$ cat src/rtl/rat_io_pkg.sv
// Shared definitions for the RAT MCU I/O bus blocks.
//   - port IDs decoded by the output controller (and future input IDs)
//   - scan state encoding for the 4-digit multiplexed display
//   - active-low segment/anode constants and the digit-enable helper
package rat_io_pkg;

  localparam logic [7:0] LEDS_ID    = 8'h40;
  localparam logic [7:0] SSEG_LO_ID = 8'h81;
  localparam logic [7:0] SSEG_HI_ID = 8'h82;

  typedef enum logic [1:0] {DIG0, DIG1, DIG2, DIG3} scan_state_t;

  localparam logic [7:0] SEG_BLANK  = 8'hFF;   // all cathodes off, dp off
  localparam logic       SEG_DP_OFF = 1'b1;
  localparam logic [3:0] AN_OFF     = 4'b1111;

  // One-hot-low anode enable for a scan state; bit0 is the rightmost digit.
  function automatic logic [3:0] an_onehot(scan_state_t s);
    return ~(4'b0001 << s);
  endfunction

endpackage

$ cat src/rtl/rat_output_ctrl_if.sv
// MCU output write bus: one-cycle strobe with port address and data.
//   master: MCU side (drives), slave: peripheral side (receives).
interface rat_output_ctrl_if;
  logic       IO_STRB;
  logic [7:0] PORT_ID;
  logic [7:0] OUTPUT_DATA;

  modport master (output IO_STRB, output PORT_ID, output OUTPUT_DATA);
  modport slave  (input  IO_STRB, input  PORT_ID, input  OUTPUT_DATA);
endinterface

$ cat src/rtl/sseg_hex_decode.sv
// Combinational hex nibble to 7-segment decoder, active-low.
//   nib_i : 4-bit value 0..F
//   seg_o : cathodes g..a (bit6..bit0), 0 = lit
module sseg_hex_decode (
  input  logic [3:0] nib_i,
  output logic [6:0] seg_o
);
  always_comb begin
    seg_o = 7'h7F;
    case (nib_i)
      4'h0: seg_o = 7'h40;
      4'h1: seg_o = 7'h79;
      4'h2: seg_o = 7'h24;
      4'h3: seg_o = 7'h30;
      4'h4: seg_o = 7'h19;
      4'h5: seg_o = 7'h12;
      4'h6: seg_o = 7'h02;
      4'h7: seg_o = 7'h78;
      4'h8: seg_o = 7'h00;
      4'h9: seg_o = 7'h10;
      4'hA: seg_o = 7'h08;
      4'hB: seg_o = 7'h03;
      4'hC: seg_o = 7'h46;
      4'hD: seg_o = 7'h21;
      4'hE: seg_o = 7'h06;
      4'hF: seg_o = 7'h0E;
      default: seg_o = 7'h7F;
    endcase
  end
endmodule

$ cat src/rtl/rat_output_ctrl.sv
// RAT MCU output-port controller.
// Latches qualified bus writes into an LED register and a 16-bit display
// value, and scans the value onto a 4-digit active-low 7-segment display.
//   CLK, RST : clock, synchronous active-high reset
//   bus      : MCU output write bus (IO_STRB, PORT_ID, OUTPUT_DATA)
//   LEDS     : latched LED value
//   SEGMENTS : registered cathodes, bit7 = dp, bits6..0 = g..a, active-low
//   ANODES   : registered digit enables, active-low, bit0 = rightmost
module rat_output_ctrl
  import rat_io_pkg::*;
#(
  parameter logic [7:0] P_LEDS_ID    = LEDS_ID,
  parameter logic [7:0] P_SSEG_LO_ID = SSEG_LO_ID,
  parameter logic [7:0] P_SSEG_HI_ID = SSEG_HI_ID,
  parameter int         REFRESH_DIV  = 100000,
  parameter int         BLANK_LZ     = 1
) (
  input  logic                CLK,
  input  logic                RST,
  rat_output_ctrl_if.slave    bus,
  output logic [7:0]          LEDS,
  output logic [7:0]          SEGMENTS,
  output logic [3:0]          ANODES
);
  localparam int CW = (REFRESH_DIV > 2) ? $clog2(REFRESH_DIV) : 1;
  localparam logic [CW-1:0] CNT_MAX = CW'(REFRESH_DIV - 1);

  logic [7:0]  led_q;
  logic [15:0] val_q;
  logic [CW-1:0] cnt_q;
  scan_state_t state_q;
  logic [3:0]  an_q;
  logic [7:0]  seg_q;

  logic [3:0]  nib;
  logic [6:0]  hex;
  logic        blank;
  logic [3:0]  an_d;
  logic [7:0]  seg_d;

  // Write capture; unmatched IDs and idle cycles hold every register.
  always_ff @(posedge CLK) begin
    if (RST) begin
      led_q <= 8'h00;
      val_q <= 16'h0000;
    end else if (bus.IO_STRB) begin
      if (bus.PORT_ID == P_LEDS_ID)    led_q       <= bus.OUTPUT_DATA;
      if (bus.PORT_ID == P_SSEG_LO_ID) val_q[7:0]  <= bus.OUTPUT_DATA;
      if (bus.PORT_ID == P_SSEG_HI_ID) val_q[15:8] <= bus.OUTPUT_DATA;
    end
  end

  assign nib = val_q[{state_q, 2'b00} +: 4];

  sseg_hex_decode u_dec (
    .nib_i (nib),
    .seg_o (hex)
  );

  // Digit k>=1 goes dark when it and every digit above it are zero.
  always_comb begin
    blank = 1'b0;
    if (BLANK_LZ != 0) begin
      case (state_q)
        DIG1:    blank = (val_q[15:4]  == 12'h000);
        DIG2:    blank = (val_q[15:8]  == 8'h00);
        DIG3:    blank = (val_q[15:12] == 4'h0);
        default: blank = 1'b0;
      endcase
    end
  end

  always_comb begin
    an_d  = blank ? AN_OFF    : an_onehot(state_q);
    seg_d = blank ? SEG_BLANK : {SEG_DP_OFF, hex};
  end

  // Scan FSM with registered display outputs; outputs lag state by one cycle.
  always_ff @(posedge CLK) begin
    if (RST) begin
      cnt_q   <= '0;
      state_q <= DIG0;
      an_q    <= AN_OFF;
      seg_q   <= SEG_BLANK;
    end else begin
      an_q  <= an_d;
      seg_q <= seg_d;
      if (cnt_q == CNT_MAX) begin
        cnt_q   <= '0;
        state_q <= scan_state_t'(state_q + 2'd1);
      end else begin
        cnt_q <= cnt_q + 1'b1;
      end
    end
  end

  assign LEDS     = led_q;
  assign SEGMENTS = seg_q;
  assign ANODES   = an_q;

endmodule

$ cat src/flat_wrapper.sv
// flat-port wrapper written by rule: the top's interface ports become plain ports
module rat_output_ctrl_flat import rat_io_pkg::*;
#(
  parameter logic [7:0] P_LEDS_ID    = LEDS_ID,
  parameter logic [7:0] P_SSEG_LO_ID = SSEG_LO_ID,
  parameter logic [7:0] P_SSEG_HI_ID = SSEG_HI_ID,
  parameter int         REFRESH_DIV  = 100000,
  parameter int         BLANK_LZ     = 1
)
  (CLK, RST, LEDS, SEGMENTS, ANODES, bus_IO_STRB, bus_PORT_ID, bus_OUTPUT_DATA);
  rat_output_ctrl_if bus_i ();
  input  logic CLK;
  input  logic RST;
  output logic [7:0] LEDS;
  output logic [7:0] SEGMENTS;
  output logic [3:0] ANODES;
  input wire logic [$bits(bus_i.IO_STRB)-1:0] bus_IO_STRB;
  input wire logic [$bits(bus_i.PORT_ID)-1:0] bus_PORT_ID;
  input wire logic [$bits(bus_i.OUTPUT_DATA)-1:0] bus_OUTPUT_DATA;
  assign bus_i.IO_STRB = bus_IO_STRB;
  assign bus_i.PORT_ID = bus_PORT_ID;
  assign bus_i.OUTPUT_DATA = bus_OUTPUT_DATA;
  rat_output_ctrl #(.P_LEDS_ID(P_LEDS_ID), .P_SSEG_LO_ID(P_SSEG_LO_ID), .P_SSEG_HI_ID(P_SSEG_HI_ID), .REFRESH_DIV(REFRESH_DIV), .BLANK_LZ(BLANK_LZ)) u_core (.CLK(CLK), .RST(RST), .bus(bus_i), .LEDS(LEDS), .SEGMENTS(SEGMENTS), .ANODES(ANODES));
endmodule
$ cat config.mk
export PLATFORM = sky130hd
export DESIGN_NAME = rat_output_ctrl_flat
export DESIGN_NICKNAME = d
export VERILOG_FILES = /design/src/rtl/rat_io_pkg.sv /design/src/rtl/rat_output_ctrl_if.sv /design/src/rtl/sseg_hex_decode.sv /design/src/rtl/rat_output_ctrl.sv /design/src/flat_wrapper.sv
export SDC_FILE = /design/constraint.sdc
export NUM_CORES = 1
export LEC_CHECK = 0
export CAP_MARGIN = 20
export CORE_MARGIN = 2
export CORE_UTILIZATION = 45
export CTS_BUF_LIST = sky130_fd_sc_hd__clkbuf_16
export CTS_CLUSTER_DIAMETER = 80
export DETAILED_ROUTE_END_ITERATION = 7
export PLACE_DENSITY_LB_ADDON = 0.1
export SLEW_MARGIN = 20
export SYNTH_ARGS = -nofsm -noshare
export SYNTH_HDL_FRONTEND = slang
export SYNTH_SLANG_ARGS = --single-unit
$ cat constraint.sdc
create_clock -name CLK -period 2.1 [get_ports CLK]
set_input_delay 0.42 -clock CLK [delete_from_list [all_inputs] [get_ports CLK]]
set_output_delay 0.42 -clock CLK [all_outputs]
set_load 0.01 [all_outputs]
==> results.ini, run 1 <==
[outcome]
status=finished clean

[grt]
grt_usage_pct=17.07
grt_pass1_vias=1851

[power]
p_leak_nw=1.341
top_power_group=registers
power_switching_w=0.0004167
seq_power_share_pct=53.3
power_density_nw_per_um2=608.1
p_clk_share_pct=41.3

[yosys]
ys_sh_aoi_pct=5.292
largest_area_cell=dfxtp_1
ys_async_sr_fraction_pct=0
ys_ff=54
synthTopLogicFamily=simple AND/OR/NAND/NOR gates
synth_top_cell_by_count=dfxtp_1
ys_cells=255
syn_inst=255
ys_sh_simple_pct=19.58

[setup_path]
cp.arrival_ns=2.16
critPathLaunchType=flop
path_class=reg -> reg
regToRegSetupSlack_ns=0.11
cp_cell_sequence=mux4_2 -> inv_1 -> ha_1 -> inv_1 -> mux4_1 -> nand2b_1
crit_family=multiplexers
required_ns=2.28
r2r_end=u_core.SEGMENTS[3]
endpoint=u_core.SEGMENTS[3]
path_common_cell=inv_1
rr_worst_depth=6

[floorplanning]
die.size.y_microns=78.98
rows=27

[layout]
biggestCellCategory=combinational gates
nFillCells=492
fin_cells=379
layout_top_cell=dfxtp_1
register_area_sq_um=1082
final_cell_mix=dfxtp_1 (53), nor2_1 (42), clkdlybuf4s50_1 (37), mux2i_1 (31), buf_4 (19)
clkCellAreaFrac_pct=4.512
num-nonclk-buffers=56
logic_gate_count=182
clockBufferCount=5
fin_util_pct=58.78
logic_area_sq_um=1360

[clock_network]
ctsRootBufferMaster=clkbuf_16
cts_buffers=5
post-cts-setup-buffers=0
clkTransAtPathRegs_ns=0.07

[placement]
dpl.cell_count=371
portBuffers=37
dp_hpwl_microns=3637
dp_slack_ns=-0.1901

[detailed_routing]
routed.top_layer=met4
drt_iter0_markers=36
wl_met2_microns=2166

[timing]
holdWs_ns=0.4557
period_needed_ns=1.988
finalSetupViolations=0
fin_setup_tns_ns=0

[hold_path]
hold_path.class=reg -> reg
hp-start=u_core.cnt_q[0]
min_to=u_core.cnt_q[0]

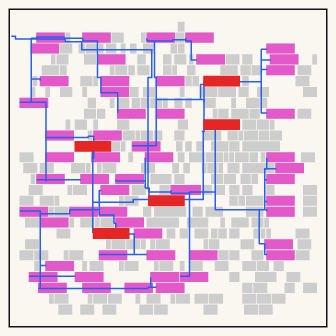
run_1/clock_wires.png
Drawn at 4 px/micron.
- magenta: flip-flops (count 54)
- blue: clock wires (length 628 microns)
- red: clock-net drivers (count 5)
- flops lie: widely spread
- routed clock nets: 6
clk latency late pin: 0.29 ns
Clk. pwr: 0.000809 W
clk_skew: 0.005262 ns

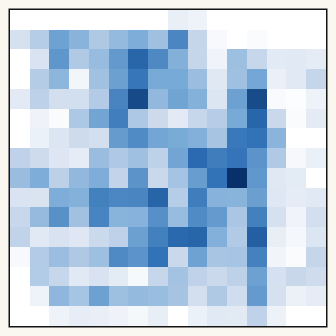
run_1/route_heat.png
Drawn at 4 px/micron. The die is cut into 16 by 16 equal tiles; white is low, dark blue is high, scaled to the fullest tile. Values are wire area over tile area, all layers added.
- densest ninth of the die: middle
- emptiest ninth of the die: top right
- fullest tile: 0.39
- nearly empty tiles: 13%
- tiles over half the peak: 23%
via count: 1923
DR WL/cell: 12.73 microns
final wirelength: 4825 microns

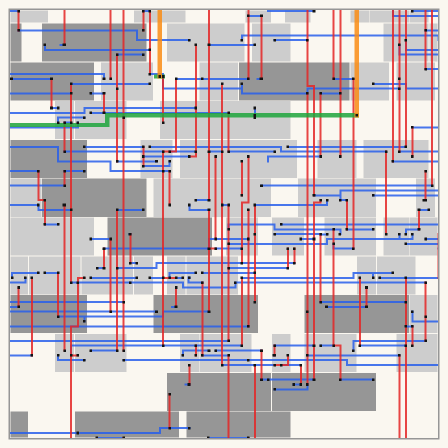
run_1/closeup.png
Window x 24 to 54, y 9 to 39 microns. Cells in gray, sequential cells in the stronger gray; small squares are vias.
- red: M2
- blue: M1
- green: M3
- orange: M4
- cells with their middle in the window: 53
- most frequent: dfxtp_1 (12), mux2i_1 (11), nor2_1 (8)
- netlist names of flops here include: u_core.val_q (10), u_core.LEDS (2)
- sequential cells in the window: 13

==> run 2: changes to the inputs <==
--- a/config.mk
+++ b/config.mk
@@ -10,6 +10,7 @@
 export CORE_UTILIZATION = 45
 export CTS_BUF_LIST = sky130_fd_sc_hd__clkbuf_16
 export CTS_CLUSTER_DIAMETER = 80
+export CTS_CLUSTER_SIZE = 20
 export DETAILED_ROUTE_END_ITERATION = 7
 export PLACE_DENSITY_LB_ADDON = 0.1
 export SLEW_MARGIN = 20
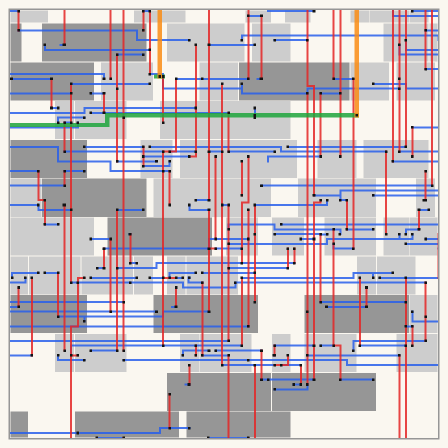
run_2/closeup.png
Window x 24 to 54, y 9 to 39 microns. Cells in gray, sequential cells in the stronger gray; small squares are vias.
- red: M2
- green: M3
- blue: M1
- orange: M4
- sequential cells in the window: 13
- netlist names of flops here include: u_core.val_q (10), u_core.LEDS (2)
- cells with their middle in the window: 53
- most frequent: dfxtp_1 (12), mux2i_1 (11), nor2_1 (8)

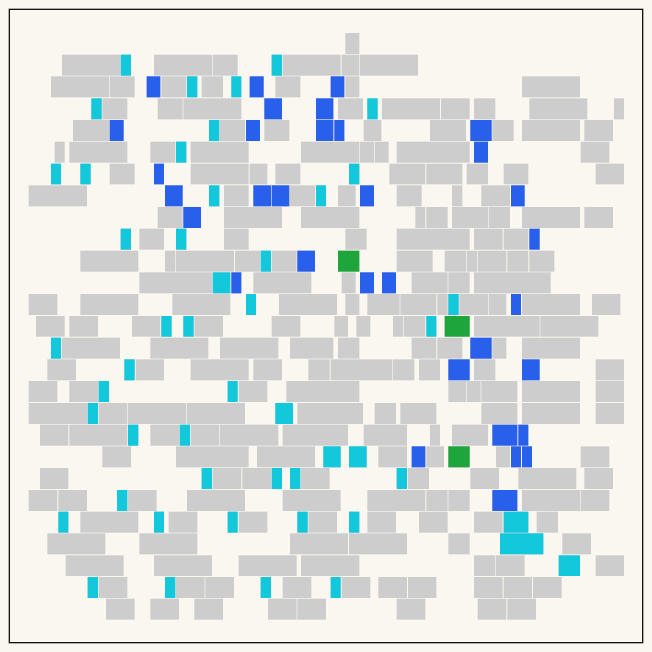
run_2/gates.png
Drawn at 8 px/micron.
- green: non-inverting ao/oa cells (cells 3)
- blue: nand cells (cells 33; most used nand3_1)
- cyan: nor cells (cells 49; most used nor2_1)
logic share of the area: 42.28%
most frequent logic cell in the layout: dfxtp_1
final non-filler cell total: 379

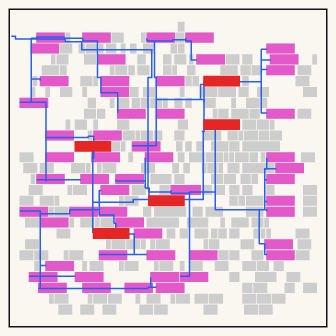
run_2/clock_wires.png
Drawn at 4 px/micron.
- magenta: flip-flops (count 54)
- blue: clock wires (length 628 microns)
- red: clock-net drivers (count 5)
- routed clock nets: 6
- flops lie: widely spread
Clock power frac: 41.3%

==> run 2 against run 1 <==
Net effect: wire length unchanged; combinational power barely moved; sequential power is essentially flat; total power unchanged; first-iteration DRC count is the same; synthesized area unchanged; hold slack unchanged; cell area is the same; non-clock buffer count unchanged.
==> results.ini, run 2 <==
[outcome]
status=finished clean

[timing]
period_used_pct=94.67
period_needed_ns=1.988
setup_slack_ns=0.1120
skew_ns=0.005262
max_freq_mhz=503.0
finalSetupViolations=0
drv_slew=0
holdWs_ns=0.4557
rsz0062_at_grt=false
fin_setup_tns_ns=0

[setup_path]
endpoint=u_core.SEGMENTS[3]
critPathLaunchType=flop
regToRegSetupSlack_ns=0.11
cp_max_fo=4
r2r_end=u_core.SEGMENTS[3]
slowest_stage=mux4_2
cpPeakStageDelay_ns=0.57
cp_cell_sequence=mux4_2 -> inv_1 -> ha_1 -> inv_1 -> mux4_1 -> nand2b_1
path_common_cell=inv_1
required_ns=2.28
cp.arrival_ns=2.16
crit_family=multiplexers
r2r-start=u_core.state_q[0]
cp-end-kind=flop
rr_worst_depth=6
path_class=reg -> reg

[yosys]
ys_cells=255
largest_area_cell=dfxtp_1
syn-cell-area_sq_um=2530
synthTopLogicFamily=simple AND/OR/NAND/NOR gates
flop_cell=dfxtp_1
edf_count=0
yosys_warnings=0
ys_sh_aoi_pct=5.292
synth_top_cell_by_count=dfxtp_1
topCellsByArea=dfxtp_1 (43%), mux2i_1 (12%), nor2_1 (6.2%), ha_1 (5.9%), xor2_1 (4.8%)
ys_ff=54
synth.top_cells.by_count=dfxtp_1 (54), nor2_1 (42), mux2i_1 (31)
ys_sh_simple_pct=19.58
ys_area_sq_um=2530
ys_types=44
ys_async_sr_fraction_pct=0
adder_share_pct=5.935
top_cell_area_share_pct=42.73
yosysSeqAreaShare_pct=42.73
mux_area_share_pct=17.61
syn_inst=255

[grt]
antenna_found_initial=0
grt_usage_pct=17.07
grtUsageMet1_pct=22.58
busiest_layer=met2
grt.overflow.total=0
grt_pass1_wl_microns=8452
grt_pass1_vias=1851

[layout]
nFillCells=492
biggestCellCategory=combinational gates
clockBufferCount=5
antenna_cells=0
logic_gate_count=182
bufAreaShareNonClock_pct=15.95
final_cell_mix=dfxtp_1 (53), nor2_1 (42), clkdlybuf4s50_1 (37), mux2i_1 (31), buf_4 (19)
seq_area_share_pct=33.64
fin_area_sq_um=3217
clkCellAreaFrac_pct=4.512
largest_register=u_core.cnt_q
syn2layout_area_growth_pct=27.15
fin_util_pct=58.78
seq_cells=54
num-nonclk-buffers=56
logic_area_sq_um=1360
register_area_sq_um=1082

[floorplanning]
io_pins=39
rows=27
die.size.y_microns=78.98
chipArea_sq_um=6238

[hold_path]
hold_path.class=reg -> reg
hold_depth=1
min_to=u_core.cnt_q[0]
hp-start=u_core.cnt_q[0]

[clock_network]
cts.sinks=54
clkTransAtPathRegs_ns=0.07
clk_latency_ns=0.29
cts_buffers=5
ctsRootBufferMaster=clkbuf_16
post-cts-setup-buffers=0
cts_tree=built
cts_max_level=2
ctsResizeCount=0

[detailed_routing]
wl_microns=4825
routed-wl-met3_microns=148
wl_per_cell_microns=12.73
drc_errors=0
ant_nets=0
route.vias.total=1923
wl_met2_microns=2166
routed.top_layer=met4
drt_iter0_markers=36

[power]
p_leak_nw=1.341
power_switching_w=0.0004167
seq_power_share_pct=53.3
pg_clk_w=0.000809
power_density_nw_per_um2=608.1
cell_internal_pwr_w=0.001539
switching_share_pct=21.30
top_power_group=registers

[placement]
dp_slack_ns=-0.1901
dpl.cell_count=371
portBuffers=37
globalplace.congestion=0.8493
dp_hpwl_microns=3637

[run]
cap_violations=0
warnings=35

==> run 3: changes to the inputs <==
--- a/config.mk
+++ b/config.mk
@@ -13,6 +13,7 @@
 export CTS_CLUSTER_SIZE = 20
 export DETAILED_ROUTE_END_ITERATION = 7
 export PLACE_DENSITY_LB_ADDON = 0.1
+export SKIP_CTS_REPAIR_TIMING = 1
 export SLEW_MARGIN = 20
 export SYNTH_ARGS = -nofsm -noshare
 export SYNTH_HDL_FRONTEND = slang
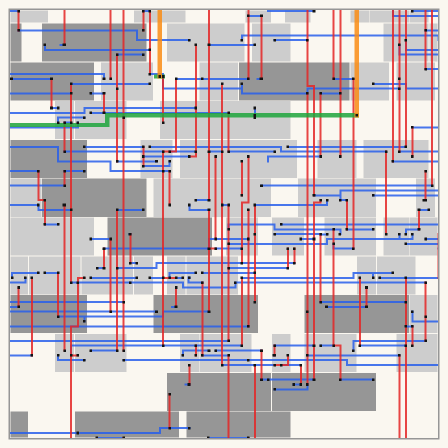
run_3/closeup.png
Window x 24 to 54, y 9 to 39 microns. Cells in gray, sequential cells in the stronger gray; small squares are vias.
- red: M2
- blue: M1
- orange: M4
- green: M3
- cells with their middle in the window: 53
- netlist names of flops here include: u_core.val_q (10), u_core.LEDS (2)
- sequential cells in the window: 13
- most frequent: dfxtp_1 (12), mux2i_1 (11), nor2_1 (8)

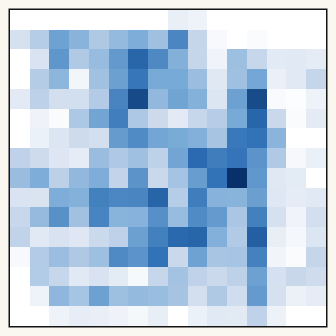
run_3/route_heat.png
Drawn at 4 px/micron. The die is cut into 16 by 16 equal tiles; white is low, dark blue is high, scaled to the fullest tile. Values are wire area over tile area, all layers added.
- mean over tiles: 0.12
- fullest tile: 0.39
- tiles over half the peak: 23%
- densest ninth of the die: middle
- emptiest ninth of the die: top right
Tot GR Track Use: 17.07%

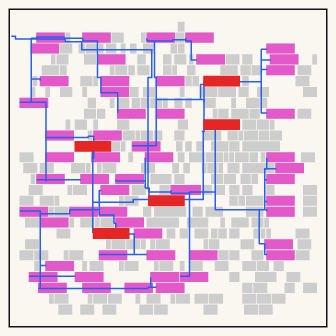
run_3/clock_wires.png
Drawn at 4 px/micron.
- magenta: flip-flops (count 54)
- blue: clock wires (length 628 microns)
- red: clock-net drivers (count 5)
- flops lie: widely spread

==> run 3 against run 2 <==
Net effect: setup slack is the same; critical endpoint unchanged; highest routed layer unchanged; hold slack stayed put; combinational power hardly changed; synthesized cell count did not move; count of clock-buffer cells in the layout stayed put; synthesized area stayed put.
==> results.ini, run 3 <==
[outcome]
status=finished clean

[clock_network]
cts_buffers=5
cts.sinks=54
clk_latency_ns=0.29
max-clock-path-buffers=2
cts_tree=built
cts_max_level=2
clkTransAtPathRegs_ns=0.07
ctsRootBufferMaster=clkbuf_16

[detailed_routing]
drt_iter0_markers=36
wl_met1_microns=2435
routed.top_layer=met4
wl_microns=4825
route.vias.total=1923
ant_nets=0
viasPerCell=5.074
drc_errors=0
wl_per_cell_microns=12.73
routed-wl-met3_microns=148
wl_met2_microns=2166

[yosys]
adder_share_pct=5.935
topCellsByArea=dfxtp_1 (43%), mux2i_1 (12%), nor2_1 (6.2%), ha_1 (5.9%), xor2_1 (4.8%)
ys_ff=54
ys_sh_simple_pct=19.58
largest_area_cell=dfxtp_1
synth_top_cell_by_count=dfxtp_1
yosys_warnings=0
flop_cell=dfxtp_1
syn_inst=255
synthTopLogicFamily=simple AND/OR/NAND/NOR gates
ys_area_sq_um=2530
ys_sh_aoi_pct=5.292
synth.top_cells.by_count=dfxtp_1 (54), nor2_1 (42), mux2i_1 (31)
top_cell_area_share_pct=42.73
synth_area_per_cell_sq_um=9.921
mux_area_share_pct=17.61
ys_types=44
yosysSeqAreaShare_pct=42.73
ys_async_sr_fraction_pct=0
edf_count=0
syn_nets=286
syn-cell-area_sq_um=2530
ys_sh_xor_pct=5.193
ys_cells=255

[layout]
biggestCellCategory=combinational gates
register_area_sq_um=1082
bufAreaShareNonClock_pct=15.95
antenna_cells=0
syn2layout_area_growth_pct=27.15
inverters=7
logic_gate_count=182
seq_cells=54
num-nonclk-buffers=56
comb-cell-share_pct=42.28
nFillCells=492
layout_top_cell=dfxtp_1
fin_util_pct=58.78
fin_cells=379
seq_area_share_pct=33.64
logic_area_sq_um=1360
largest_reg_flops=17
clkCellAreaFrac_pct=4.512
clockBufferCount=5
final_cell_mix=dfxtp_1 (53), nor2_1 (42), clkdlybuf4s50_1 (37), mux2i_1 (31), buf_4 (19)
fin_area_sq_um=3217
largest_register=u_core.cnt_q

[placement]
placed_cell_area_sq_um=3070
globalplace.congestion=0.8493
dpl.cell_count=371
portBuffers=37
dp_hpwl_microns=3637
dp_slack_ns=-0.1901

[power]
pg_clk_w=0.000809
p_clk_share_pct=41.3
cell_internal_pwr_w=0.001539
ir_worst_vdd_uv=467.2
switching_share_pct=21.30
top_power_group=registers
power_density_nw_per_um2=608.1
seq_power_share_pct=53.3
power_switching_w=0.0004167
p_leak_nw=1.341
finalPower_w=0.001956

[setup_path]
cp_cell_sequence=mux4_2 -> inv_1 -> ha_1 -> inv_1 -> mux4_1 -> nand2b_1
crit_family=multiplexers
r2r-start=u_core.state_q[0]
slowest_stage=mux4_2
endpoint=u_core.SEGMENTS[3]
rr_worst_depth=6
required_ns=2.28
path_class=reg -> reg
r2r_end=u_core.SEGMENTS[3]
critPathLaunchType=flop
cp-end-kind=flop
cp_max_fo=4
cp.arrival_ns=2.16
cpPeakStageDelay_ns=0.57
regToRegSetupSlack_ns=0.11
path_common_cell=inv_1
worst-path-buf-inv=2

[timing]
period_used_pct=94.67
fin_setup_tns_ns=0
finalSetupViolations=0
rsz0062_at_grt=false
setup_slack_ns=0.1120
skew_ns=0.005262
holdWs_ns=0.4557
period_needed_ns=1.988
max_freq_mhz=503.0
drv_slew=0

[grt]
antenna_found_initial=0
grt_start_max_net_pins=19
grt.overflow.total=0
grt_pass1_wl_microns=8452
grt_pass1_vias=1851
busiest_layer=met2
grtUsageMet1_pct=22.58
use_met3_pct=3.409

[floorplanning]
well_tap_count=72
die.size.y_microns=78.98
rows=27
io_pins=39
chipArea_sq_um=6238
die_w_microns=78.98
fp_util_pct=46.23

[run]
cap_violations=0
warnings=35

[hold_path]
hold_path.class=reg -> reg
min_to=u_core.cnt_q[0]
hp-start=u_core.cnt_q[0]
hold_depth=1

No activity file was given, so power comes from the tool's default toggle rates.
